File: config.mk
export PLATFORM = sky130hd
export DESIGN_NAME = fetch_stage_flat
export DESIGN_NICKNAME = d
export VERILOG_FILES = /design/src/rtl/arm_pkg.sv /design/src/rtl/fetch_stage_if.sv /design/src/rtl/fetch_stage_pc_reg.sv /design/src/rtl/fetch_stage.sv /design/src/flat_wrapper.sv
export SDC_FILE = /design/constraint.sdc
export NUM_CORES = 1
export LEC_CHECK = 0
export ABC_CLOCK_PERIOD_IN_PS = 2360
export CAP_MARGIN = 5
export CORE_MARGIN = 5
export CORE_UTILIZATION = 45
export DETAILED_ROUTE_END_ITERATION = 8
export PLACE_DENSITY = 0.81
export SETUP_SLACK_MARGIN = 0.5
export SYNTH_ARGS = -nofsm -noshare
export SYNTH_HDL_FRONTEND = slang
export SYNTH_HIERARCHICAL = 1
export SYNTH_SLANG_ARGS = --single-unit
File: constraint.sdc
create_clock -name clk -period 2.36 [get_ports clk]
set_input_delay 0.236 -clock clk [delete_from_list [all_inputs] [get_ports clk]]
set_output_delay 0.236 -clock clk [all_outputs]
set_load 0.005 [all_outputs]
File: src/rtl/arm_pkg.sv
// Shared constants and types for the pipelined ARM core front end.
package arm_pkg;

   localparam logic [31:0] NOP_BUBBLE        = 32'h0000_0000;
   localparam logic [31:0] HALT_WORD_DEFAULT = 32'hEAFF_FFFE;
   localparam logic [31:0] RESET_PC_DEFAULT  = 32'h0000_0000;

   typedef enum logic {
      RUN  = 1'b0,
      HALT = 1'b1
   } fetch_state_e;

endpackage

File: src/rtl/fetch_stage_if.sv
// Fetch-stage bus: hazard/redirect controls and imem word in, PC and IF/ID contents out.
interface fetch_stage_if #(
   parameter int CNT_W = 16
);
   logic                StallF;
   logic                StallD;
   logic                FlushD;
   logic                BranchTakenE;
   logic [31:0]         BranchTargetE;
   logic                PCSrcW;
   logic [31:0]         ResultW;
   logic [31:0]         InstrF;
   logic [31:0]         PCF;
   logic [31:0]         InstrD;
   logic                ValidD;
   logic [31:0]         PCD;
   logic [31:0]         PCPlus8D;
   logic                Halted;
   logic [CNT_W-1:0]    FetchCnt;

   modport master (
      output StallF, StallD, FlushD, BranchTakenE, BranchTargetE, PCSrcW, ResultW, InstrF,
      input  PCF, InstrD, ValidD, PCD, PCPlus8D, Halted, FetchCnt
   );

   modport slave (
      input  StallF, StallD, FlushD, BranchTakenE, BranchTargetE, PCSrcW, ResultW, InstrF,
      output PCF, InstrD, ValidD, PCD, PCPlus8D, Halted, FetchCnt
   );

endinterface

File: src/rtl/fetch_stage_pc_reg.sv
// PC register: branch > writeback redirect > stall hold > sequential PC+4 (wraps mod 2^32).
module pc_reg
   import arm_pkg::*;
#(
   parameter logic [31:0] RESET_PC = RESET_PC_DEFAULT
) (
   input  logic        clk,
   input  logic        rst,
   input  logic        StallF,
   input  logic        BranchTakenE,
   input  logic [31:0] BranchTargetE,
   input  logic        PCSrcW,
   input  logic [31:0] ResultW,
   output logic [31:0] PCF
);

   logic [31:0] pcNext;

   // Redirects beat the stall so a hazard hold can never swallow a taken branch.
   always_comb begin
      pcNext = PCF + 32'd4;
      if (BranchTakenE) begin
         pcNext = {BranchTargetE[31:2], 2'b00};
      end else if (PCSrcW) begin
         pcNext = {ResultW[31:2], 2'b00};
      end else if (StallF) begin
         pcNext = PCF;
      end
   end

   always_ff @(posedge clk) begin
      if (rst) begin
         PCF <= RESET_PC;
      end else begin
         PCF <= pcNext;
      end
   end

endmodule

File: src/rtl/fetch_stage.sv
// Fetch stage + IF/ID register: owns the PC, holds/flushes the fetched word, flags the halt loop.
module fetch_stage
   import arm_pkg::*;
#(
   parameter logic [31:0] RESET_PC  = RESET_PC_DEFAULT,
   parameter logic [31:0] HALT_WORD = HALT_WORD_DEFAULT,
   parameter int          CNT_W     = 16
) (
   input logic          clk,
   input logic          rst,
   fetch_stage_if.slave bus
);

   logic [31:0]      pcF;
   logic [31:0]      instrD;
   logic             validD;
   logic [31:0]      pcD;
   logic [31:0]      pcPlus8D;
   logic [CNT_W-1:0] fetchCnt;
   fetch_state_e     state;
   fetch_state_e     stateNext;
   logic             redirect;
   logic             killD;
   logic             loadD;

   pc_reg #(
      .RESET_PC (RESET_PC)
   ) u_pc_reg (
      .clk           (clk),
      .rst           (rst),
      .StallF        (bus.StallF),
      .BranchTakenE  (bus.BranchTakenE),
      .BranchTargetE (bus.BranchTargetE),
      .PCSrcW        (bus.PCSrcW),
      .ResultW       (bus.ResultW),
      .PCF           (pcF)
   );

   // A redirect means the word fetched this cycle is wrong-path, so it is killed like a flush.
   assign redirect = bus.BranchTakenE | bus.PCSrcW;
   assign killD    = bus.FlushD | redirect;
   assign loadD    = !killD && !bus.StallD;

   always_ff @(posedge clk) begin
      if (rst || killD) begin
         instrD   <= NOP_BUBBLE;
         validD   <= 1'b0;
         pcD      <= 32'h0;
         pcPlus8D <= 32'd8;
      end else if (loadD) begin
         instrD   <= bus.InstrF;
         validD   <= 1'b1;
         pcD      <= pcF;
         pcPlus8D <= pcF + 32'd8;
      end
   end

   always_ff @(posedge clk) begin
      if (rst) begin
         fetchCnt <= '0;
      end else if (loadD && (fetchCnt != {CNT_W{1'b1}})) begin
         fetchCnt <= fetchCnt + 1'b1;
      end
   end

   always_ff @(posedge clk) begin
      if (rst) begin
         state <= RUN;
      end else begin
         state <= stateNext;
      end
   end

   always_comb begin
      stateNext = state;
      if ((state == RUN) && validD && (instrD == HALT_WORD)) begin
         stateNext = HALT;
      end
   end

   assign bus.PCF      = pcF;
   assign bus.InstrD   = instrD;
   assign bus.ValidD   = validD;
   assign bus.PCD      = pcD;
   assign bus.PCPlus8D = pcPlus8D;
   assign bus.Halted   = (state == HALT);
   assign bus.FetchCnt = fetchCnt;

endmodule

File: src/flat_wrapper.sv
// flat-port wrapper written by rule: the top's interface ports become plain ports
module fetch_stage_flat import arm_pkg::*;
#(
   parameter logic [31:0] RESET_PC  = RESET_PC_DEFAULT,
   parameter logic [31:0] HALT_WORD = HALT_WORD_DEFAULT,
   parameter int          CNT_W     = 16
)
  (clk, rst, bus_StallF, bus_StallD, bus_FlushD, bus_BranchTakenE, bus_BranchTargetE, bus_PCSrcW, bus_ResultW, bus_InstrF, bus_PCF, bus_InstrD, bus_ValidD, bus_PCD, bus_PCPlus8D, bus_Halted, bus_FetchCnt);
  fetch_stage_if #(.CNT_W(CNT_W)) bus_i ();
  input logic clk;
  input logic rst;
  input wire logic [$bits(bus_i.StallF)-1:0] bus_StallF;
  input wire logic [$bits(bus_i.StallD)-1:0] bus_StallD;
  input wire logic [$bits(bus_i.FlushD)-1:0] bus_FlushD;
  input wire logic [$bits(bus_i.BranchTakenE)-1:0] bus_BranchTakenE;
  input wire logic [$bits(bus_i.BranchTargetE)-1:0] bus_BranchTargetE;
  input wire logic [$bits(bus_i.PCSrcW)-1:0] bus_PCSrcW;
  input wire logic [$bits(bus_i.ResultW)-1:0] bus_ResultW;
  input wire logic [$bits(bus_i.InstrF)-1:0] bus_InstrF;
  output wire logic [$bits(bus_i.PCF)-1:0] bus_PCF;
  output wire logic [$bits(bus_i.InstrD)-1:0] bus_InstrD;
  output wire logic [$bits(bus_i.ValidD)-1:0] bus_ValidD;
  output wire logic [$bits(bus_i.PCD)-1:0] bus_PCD;
  output wire logic [$bits(bus_i.PCPlus8D)-1:0] bus_PCPlus8D;
  output wire logic [$bits(bus_i.Halted)-1:0] bus_Halted;
  output wire logic [$bits(bus_i.FetchCnt)-1:0] bus_FetchCnt;
  assign bus_i.StallF = bus_StallF;
  assign bus_i.StallD = bus_StallD;
  assign bus_i.FlushD = bus_FlushD;
  assign bus_i.BranchTakenE = bus_BranchTakenE;
  assign bus_i.BranchTargetE = bus_BranchTargetE;
  assign bus_i.PCSrcW = bus_PCSrcW;
  assign bus_i.ResultW = bus_ResultW;
  assign bus_i.InstrF = bus_InstrF;
  assign bus_PCF = bus_i.PCF;
  assign bus_InstrD = bus_i.InstrD;
  assign bus_ValidD = bus_i.ValidD;
  assign bus_PCD = bus_i.PCD;
  assign bus_PCPlus8D = bus_i.PCPlus8D;
  assign bus_Halted = bus_i.Halted;
  assign bus_FetchCnt = bus_i.FetchCnt;
  fetch_stage #(.RESET_PC(RESET_PC), .HALT_WORD(HALT_WORD), .CNT_W(CNT_W)) u_core (.clk(clk), .rst(rst), .bus(bus_i));
endmodule
==> reports/metrics.sh, run 1 <==
RESULT_OF_THE_RUN='complete, no violations'
TIMING.CRITICAL_PATH.FANOUT_MAX=12
BUFAREASHARENONCLOCK=0.275
CTS-ROOT-TO-SINK-BUFFERS=2
P_INT_mW=4.63
FINALNETCOUNT=1113
FIRST_ITER_VIOLATIONS=549
R2R_CELLS=6
FINALWEIGHTEDCONGESTION=0.894
FIRST_PASS_ITERS=5
YS_FF=141
LAYOUT_TOP_CELLS_EXCL_FILL_TAP='sky130_fd_sc_hd__clkdlybuf4s50_1, sky130_fd_sc_hd__dfxtp_1, sky130_fd_sc_hd__o221a_2'
PERIOD_USED_SHARE=0.767
POWER_FRAC_CLOCK=0.451
GRT.MET1_USAGE=0.324
GRT_USE_MET3=0.0634
GLOBALROUTE.TOTALOVERFLOW=0
YOSYSCELLCOUNT=753
VIA_COUNT_OF_THE_FIRST_GLOBAL_ROUTING_PASS=6622
WORSTPATHCELLLIST='buf_4, clkdlybuf4s50_1'
POST_DRT_VIA_CELL_RATIO=5.89
COMB-CELL-SHARE=0.365
MULTI_INPUT_COMB_CELLS=534
PRECTSSETUPSLACK_NS=0.0526
NFILLCELLS=1175
TOTAL_SWITCHING_POWER_mW=1.46
SYNTH_CHIP_AREA_UM2=6870
IO_PINS=249
DETAILEDPLACEMENTHPWL_UM=16900
MAX_SLEW.WORST_PIN.SLEW_NS=0.556
ANTENNA_NETS_POST_ROUTE=0
LOGIC_AREA_UM2=3800
P_TOTAL_mW=6.09
CRITPATHMAXSTAGEDELAY_NS=0.53
GLOBALROUTETOTALUTIL=0.252
SETUP.WORST_PATH.END_CLASS='output port'
SLEW_HEADROOM=0.629
GRT_FIRST_PASS_WIRELENGTH_UM=36200
GRTUSAGEMET2=0.413
EDF_COUNT=0
FF_LATCH_AREA_UM2=2840
HOLD_PATH_CLASS='input pin to register'
TRITONCTS='built'
CRITICAL-PATH-SLOWEST-CELL='sky130_fd_sc_hd__clkdlybuf4s50_1'
POST_SYNTHESIS_CELL_AREA_UM2=6870
WELL_TAP_COUNT=188
WORST-ENDPOINT-ARRIVAL_NS=1.57
YS_WARN_COUNT=6
FLOORPLAN.DIE.HEIGHT_UM=134
ASYNC_RESET_FF_FRAC=0
PLACED_CELLS=1170
NONCLOCKBUFFERCOUNT=296
WORST_IR_DROP_VDD_uV=476
LAYOUT-AREA-OVERHEAD-VS-SYNTH_PCT=51.7
HOLD_SLACK_NS=0.300
P_PER_AREA_nW_PER_UM2=584
TNS_NS=0
DESIGN.CORE.AREA_UM2=15100
CLOCK-SKEW-FINAL_NS=0.00466
TIMING_MAX_TRANSITION_VIOLATIONS_FINAL=0
TOTALWIRELENGTH_UM=23500
INITIAL_CORE_UTIL=0.455
HTREEDEPTH=4
DETAILROUTE.VIA_COUNT=7119
CRIT_TYPE='register to output port'
SYNTH_CELL_TYPE_COUNT=69
FMAX_MHz=552
==> run 1: cells in the mapped netlist (14+ instances only) <==
cell | number | area, µm²
sky130_fd_sc_hd__inv_1 | 15 | 56.3
sky130_fd_sc_hd__xor2_1 | 29 | 254
sky130_fd_sc_hd__a211oi_1 | 14 | 105
sky130_fd_sc_hd__nand3_1 | 31 | 155
sky130_fd_sc_hd__xnor2_1 | 19 | 166
sky130_fd_sc_hd__a21oi_1 | 59 | 295
sky130_fd_sc_hd__o221a_2 | 64 | 721
sky130_fd_sc_hd__clkbuf_1 | 36 | 135
sky130_fd_sc_hd__nor2_1 | 50 | 188
sky130_fd_sc_hd__o21ai_0 | 38 | 190
sky130_fd_sc_hd__nand2_1 | 44 | 165
sky130_fd_sc_hd__nand4_1 | 29 | 181
sky130_fd_sc_hd__dfxtp_1 | 141 | 2820
==> run 1: path summary, 6_finish.rpt <==
kind / from / endpoint / slack [ns]
hold / removal: rst / u_core/bus.FetchCnt[14] / 0.30
hold reg to reg: u_core/bus.PCPlus8D[3] / u_core/bus.PCPlus8D[3] / 0.46
setup reg to reg: u_core/u_pc_reg/PCF[3] / u_core/u_pc_reg/PCF[20] / 0.56
setup / recovery: u_core/u_pc_reg/PCF[26] / bus_PCF[26] / 0.55
==> run 1: critical path: cells and delay by family (launching register included) <==
| family | cells | cell delay (ns) |
|---|---|---|
| flops | 1 | 0.40 |
| buf+inv | 2 | 0.76 |
==> run 1: sequential cells by signal (all words and copies together), names as in the netlist <==
signal	flops
u_core/bus.FetchCnt	16
u_core/u_pc_reg/PCF	30
u_core/bus.Halted	1
u_core/bus.ValidD	1
u_core/bus.PCPlus8D	29
u_core/bus.PCD	32
u_core/bus.InstrD	32
==> run 1: cell families (layout without fill, tap and decap cells) <==
| family | count (synthesis) | count (layout) | share of synthesized area |
|---|---|---|---|
| multiplexers | 12 | 12 | 0.0175 |
| XOR/XNOR | 48 | 48 | 0.0612 |
| other | 1 | 2 | 0.000546 |
| AND/OR/NAND/NOR | 245 | 245 | 0.204 |
| adder cells (fa/ha/maj) | 3 | 3 | 0.00546 |
| AND-OR/OR-AND | 224 | 224 | 0.249 |
| flip-flops | 141 | 141 | 0.411 |
| buffers and inverters | 79 | 345 | 0.0521 |
==> run 1: power groups by stage <==
stage	Combinational, mW	Sequential (mW)	Clock, mW
2_1_floorplan	0.288	2.60	0
3_3_place_gp	0.772	2.58	0
3_5_place_dp	0.786	2.58	0
4_1_cts	0.794	2.53	2.79
5_1_grt	0.869	2.55	2.89
6_report	0.807	2.54	2.75
==> run 1: per-stage QoR <==
step	utilization	instance area [µm²]
6_report	0.691	10400
5_1_grt	0.691	10400
4_1_cts	0.685	10300
3_5_place_dp	0.639	9640
3_3_place_gp	0.639	9640
2_1_floorplan	-	6880
==> run 1: what timing repair did <==
item | 4_1_cts | 5_1_grt
setup endpoints to repair | 32 | 103
buffers inserted | 5 | 1
pin swaps | 3 | 6
resized | 16 | 23
endpoints found under the hold margin | 0 | 0
hold buffers | 0 | 0
==> run 1: routing by layer <==
metal	routed length, µm	share of wire
met3	2050	0.087
met5	0	0
met4	507	0.022
met2	11000	0.47
met1	9900	0.42
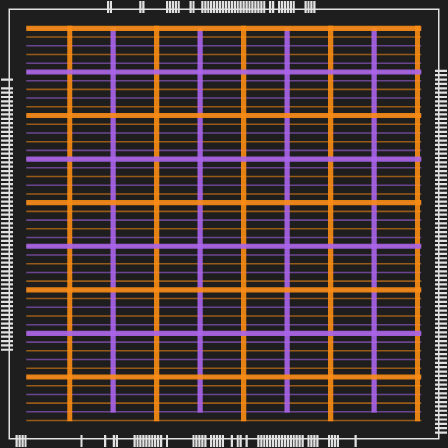
Figure 1: run 1, power grid.
Pins as bars on the die edge.
legend:
  orange:
    net: VSS
  purple:
    net: VDD
rows: 45
signal pins: 249
met4 straps: 9
met5 straps: 9

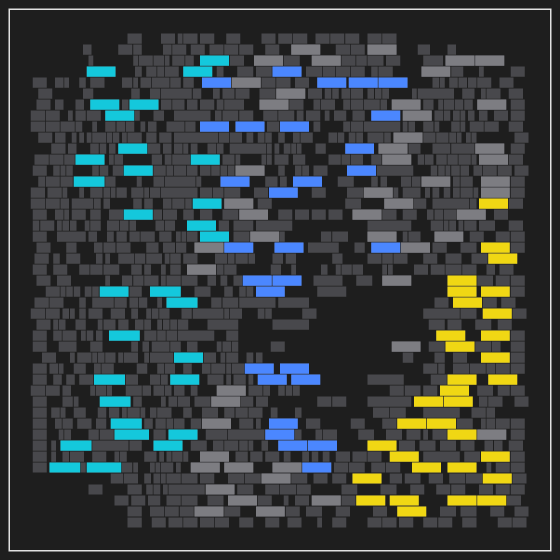
Figure 2: run 1, sequential cells coloured by netlist name.
Other sequential cells in the stronger grey, the rest of the logic in the fainter grey.
legend:
  blue:
    signal: `u_core/bus.PCPlus8D`
    flops: 29
  yellow:
    signal: `u_core/bus.InstrD`
    flops: 32
  cyan:
    signal: `u_core/u_pc_reg/PCF`
    flops: 30
    where: a column on the left
not coloured: 50

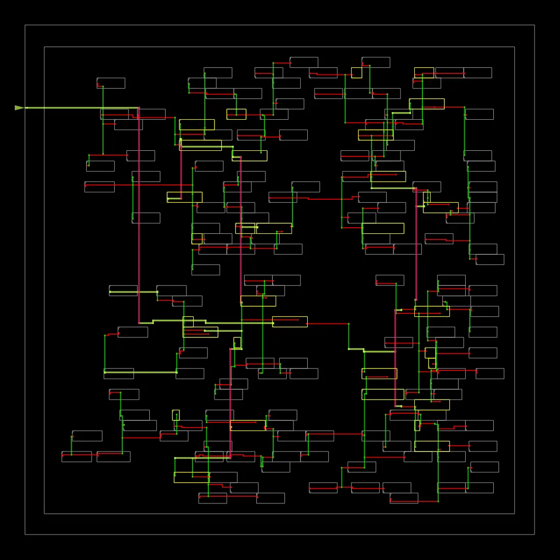
Figure 3: run 1, clock wiring as the flow saved it.
registers: 141
number of buffers created by CTS: 17
total number of clock tree sinks: 141

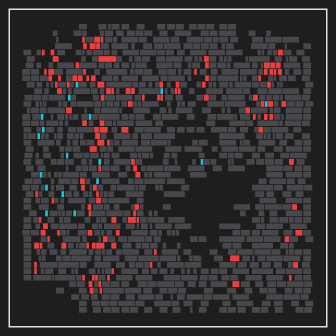
Figure 4: run 1, gate-type map.
legend:
  cyan:
    family: inverters
    cells: 17
  red:
    family: NAND gates
    cells: 126
    where: spread over the die

==> run 1 -> run 2 <==
Settings changed: ABC_CLOCK_PERIOD_IN_PS 2360 to 1450, CORE_UTILIZATION 45 to 41, PLACE_DENSITY 0.81 to 0.77.
Clock period 2.36 ns to 1.45 ns, I/O delays scaled along.
==> run 2 against run 1 <==
The flow now finishes with violations (negative setup slack). Setup slack got worse by 1.0 ns. Combinational power rose to 3.0 times the previous value. Via count rose by 40%. Sequential share of layout area fell by 6.7 points. Critical endpoint is now u_core/bus.PCPlus8D[13].
==> reports/metrics.sh, run 2 <==
RESULT_OF_THE_RUN='finished, violations left'  # was complete, no violations
VIOLATED_CHECKS='negative setup slack'
P_TOTAL_mW=11.3  # was 6.09 mW
PRECTSSETUPSLACK_NS=-0.437  # was 0.0526 ns
GRT_SETUP_UNREPAIRED='yes'  # unchanged
NETLIST.AREA_LEADER.SHARE=0.411  # unchanged
FINALINSTANCEAREA_UM2=15000  # was 10400 µm²
GLOBALROUTE.TOTALOVERFLOW=0  # unchanged
CTS_HOLD_BUF=0  # unchanged
CRIT_TYPE='register to register'  # was register to output port
PERIOD_USED_SHARE=1.34
HTREEDEPTH=4  # unchanged
INITIAL_CORE_UTIL=0.416  # was 0.455
POST_SYNTHESIS_CELL_AREA_UM2=6870  # unchanged
P_PER_AREA_nW_PER_UM2=755  # was 584 nW/µm²
CTS-ROOT-TO-SINK-BUFFERS=2  # unchanged
YOSYSCELLCOUNT=753  # unchanged
FINALNETCOUNT=1407  # was 1113
DESIGN.CORE.AREA_UM2=16500  # was 15100 µm²
NFILLCELLS=584  # was 1175
YS_FF=141  # unchanged
YS_SEQ_FRAC=0.411  # unchanged
DETAILEDPLACEMENTHPWL_UM=19500  # was 16900 µm
R2R_CELLS=10  # was 6
SYNTH.TOP_CELLS.BY_COUNT='sky130_fd_sc_hd__dfxtp_1, sky130_fd_sc_hd__o221a_2, sky130_fd_sc_hd__a21oi_1'  # unchanged
ANTENNA_NETS_POST_ROUTE=0  # unchanged
SYNTH_CELLS=753  # unchanged
CTSROOTBUFFERMASTER='sky130_fd_sc_hd__clkbuf_16'  # unchanged
NUMCTSBUFFERS=17  # unchanged
WORST_IR_DROP_VDD_uV=947  # was 476 µV
SYNTH.MOST_COMMON_CELL='sky130_fd_sc_hd__dfxtp_1'  # unchanged
PLACED_AREA_UM2=11300  # was 9640 µm²
HOLD_PATH_CLASS='input pin to register'  # unchanged
ASYNC_RESET_FF_FRAC=0  # unchanged
REGTOREGSETUPSLACK_NS=-0.50  # was 0.56 ns
TIMING_MAX_TRANSITION_VIOLATIONS_FINAL=0  # unchanged
FMAX_MHz=514
FF_LATCH_AREA_UM2=3090  # was 2840 µm²
TRITONCTS='built'  # unchanged
CLOCK-SINKS=141  # unchanged
WORST-ENDPOINT-ARRIVAL_NS=2.29  # was 1.57 ns
FIRST_PASS_ITERS=9  # was 5
FINALWEIGHTEDCONGESTION=0.892  # was 0.894
GRT_FIRST_PASS_WIRELENGTH_UM=49300  # was 36200 µm
LAYOUT_TOP_CELLS_EXCL_FILL_TAP='sky130_fd_sc_hd__buf_6, sky130_fd_sc_hd__buf_4, sky130_fd_sc_hd__dfxtp_2'  # was sky130_fd_sc_hd__clkdlybuf4s50_1, sky130_fd_sc_hd__dfxtp_1, sky130_fd_sc_hd__o221a_2
SYNTH_CELL_TYPE_COUNT=69  # unchanged
SYNTHDOMINANTAREACELLTYPE='sky130_fd_sc_hd__dfxtp_1'  # unchanged
FIRST_ITER_VIOLATIONS=1085  # was 549
POST_DRT_VIA_CELL_RATIO=6.48  # was 5.89
YS_WARN_COUNT=6  # unchanged
EDF_COUNT=0  # unchanged
FLOORPLAN.DIE.HEIGHT_UM=139  # was 134 µm
SYNTH_CHIP_AREA_UM2=6870  # unchanged
SYN-MEAN-INSTANCE-AREA_UM2=9.13  # unchanged
SYNTH.TOP_CELLS.BY_AREA='sky130_fd_sc_hd__dfxtp_1, sky130_fd_sc_hd__o221a_2, sky130_fd_sc_hd__a21oi_1'  # unchanged
DETAILROUTE.VIA_COUNT=9939  # was 7119
LAYOUT-AREA-OVERHEAD-VS-SYNTH_PCT=118  # was 51.7%
FINAL.MIN_CLOCK_PERIOD_NS=1.95
TIMING.CRITICAL_PATH.FANOUT_MAX=3  # was 12
TOTALWIRELENGTH_UM=43700  # was 23500 µm
TNS_NS=-17.01  # was 0 ns
PLACED_CELLS=1293  # was 1170
LOGIC_AREA_UM2=5110  # was 3800 µm²
GLOBALROUTETOTALUTIL=0.316  # was 0.252
VIA_COUNT_OF_THE_FIRST_GLOBAL_ROUTING_PASS=8857  # was 6622
IO_PINS=249  # unchanged
SETUP.WORST_PATH.END_CLASS='register'  # was output port
POSTLAYOUTSETUPSLACKWORST_NS=-0.497  # was 0.550 ns
FINAL_SETUP_VIOLATION_COUNT=70  # was 0
MAX_SLEW.WORST_PIN.SLEW_NS=0.857  # was 0.556 ns
SLEW_HEADROOM=0.423  # was 0.629
-- run 2: netlist changes by cell type in the layout (fill, tap and decap cells not counted), moves of 28 or more --
cell and change:
sky130_fd_sc_hd__o221a_2 -64, sky130_fd_sc_hd__dfxtp_1 -130, sky130_fd_sc_hd__buf_6 +215, sky130_fd_sc_hd__clkdlybuf4s50_1 -146
sky130_fd_sc_hd__dfxtp_4 +35, sky130_fd_sc_hd__buf_4 +164, sky130_fd_sc_hd__buf_2 +28, sky130_fd_sc_hd__dfxtp_2 +95
sky130_fd_sc_hd__o221a_4 +64
-- run 2: power by group --
group	switching, mW	total [mW]	internal (mW)
combinational	1.11	2.40	1.29
sequential	0.155	4.11	3.96
clock	1.90	4.81	2.91
total	3.16	11.3	8.16
-- run 2: kinds of logic (layout without fill, tap and decap cells) --
family,count (synthesis),count (layout),synth area share
AND/OR/NAND/NOR,245,245,0.204
AND-OR/OR-AND,224,224,0.249
flip-flops,141,141,0.411
buffers and inverters,79,639,0.0521
XOR/XNOR,48,48,0.0612
multiplexers,12,12,0.0175
adder cells (fa/ha/maj),3,3,0.00546
other,1,2,0.000546
-- run 2: worst max-delay path, cell delays in order, from the launching register on --
cell,delay [ns]
sky130_fd_sc_hd__dfxtp_4,0.38
sky130_fd_sc_hd__buf_6,0.11
sky130_fd_sc_hd__buf_6,0.11
sky130_fd_sc_hd__ha_4,0.15
sky130_fd_sc_hd__nand3_4,0.10
sky130_fd_sc_hd__buf_6,0.14
sky130_fd_sc_hd__nor2_4,0.14
sky130_fd_sc_hd__buf_6,0.13
sky130_fd_sc_hd__nand4_1,0.15
sky130_fd_sc_hd__xor2_1,0.20
sky130_fd_sc_hd__a21oi_1,0.23
-- run 2: final cells by class --
class,count,share of cell area
timing repair buffer,590,0.389
multi-input combinational,534,0.340
sequential,141,0.206
clock buffer,23,0.0354
tap,220,0.0183
clock inverter,9,0.00684
inverter,17,0.00442
-- run 2: metrics by stage --
step	hold WS, ns	util
6_report	0.122	0.908
5_1_grt	0.129	0.908
4_1_cts	0.0931	0.825
3_5_place_dp	0.448	0.686
3_3_place_gp	0.438	0.686
2_1_floorplan	0.284	-
-- run 2: per-layer routing --
| layer | vias to the layer above | global-route usage | routed length, µm |
|---|---|---|---|
| met4 | 0 | 0.140 | 3930 |
| met3 | 346 | 0.0950 | 4820 |
| met2 | 945 | 0.541 | 20400 |
| li1 | 3956 | - | - |
| met1 | 4692 | 0.364 | 14500 |
| met5 | - | 0 | 0 |
-- run 2: worst paths after layout --
path | start | end
hold reg to reg | u_core/bus.PCPlus8D[3] | u_core/bus.PCPlus8D[3]
setup reg to reg | u_core/u_pc_reg/PCF[4] | u_core/bus.PCPlus8D[13]
setup / recovery | u_core/u_pc_reg/PCF[4] | u_core/bus.PCPlus8D[13]
hold / removal | bus_StallD | u_core/bus.PCD[3]
-- run 2: repair_timing --
item / 4_1_cts / 5_1_grt
pin swaps: 81 / 90
cloned: 0 / 9
resized: 921 / 157
setup endpoints to repair: 285 / 285
buffers inserted: 141 / 59
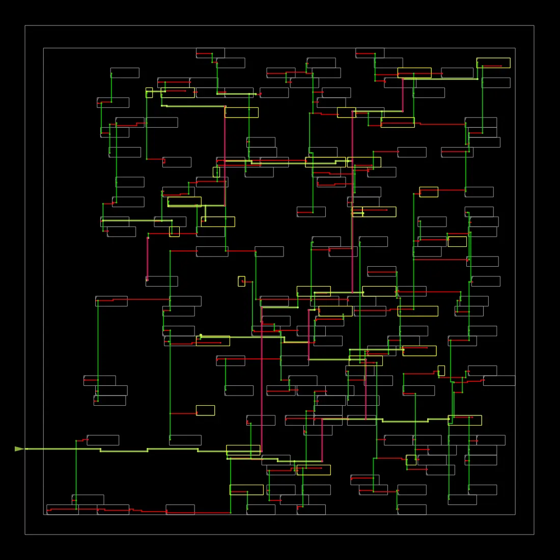
Figure 5: run 2, clock wiring as the flow saved it.
worst clock skew: 0.0120 ns
power dissipated in the clock network: 4.81 mW

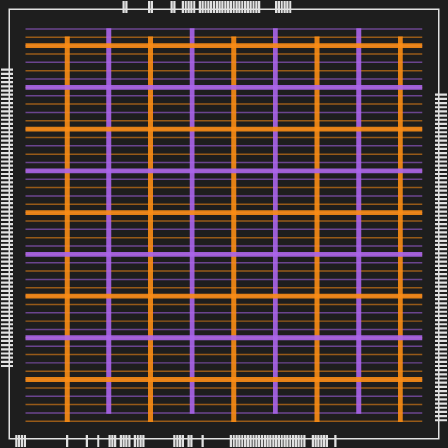
Figure 6: run 2, power grid.
Pins as bars on the die edge.
legend:
  purple:
    net: VDD
  orange:
    net: VSS
met4 straps: 9
signal pins: 249
met5 straps: 9

No activity file was given, so power comes from the tool's default toggle rates.
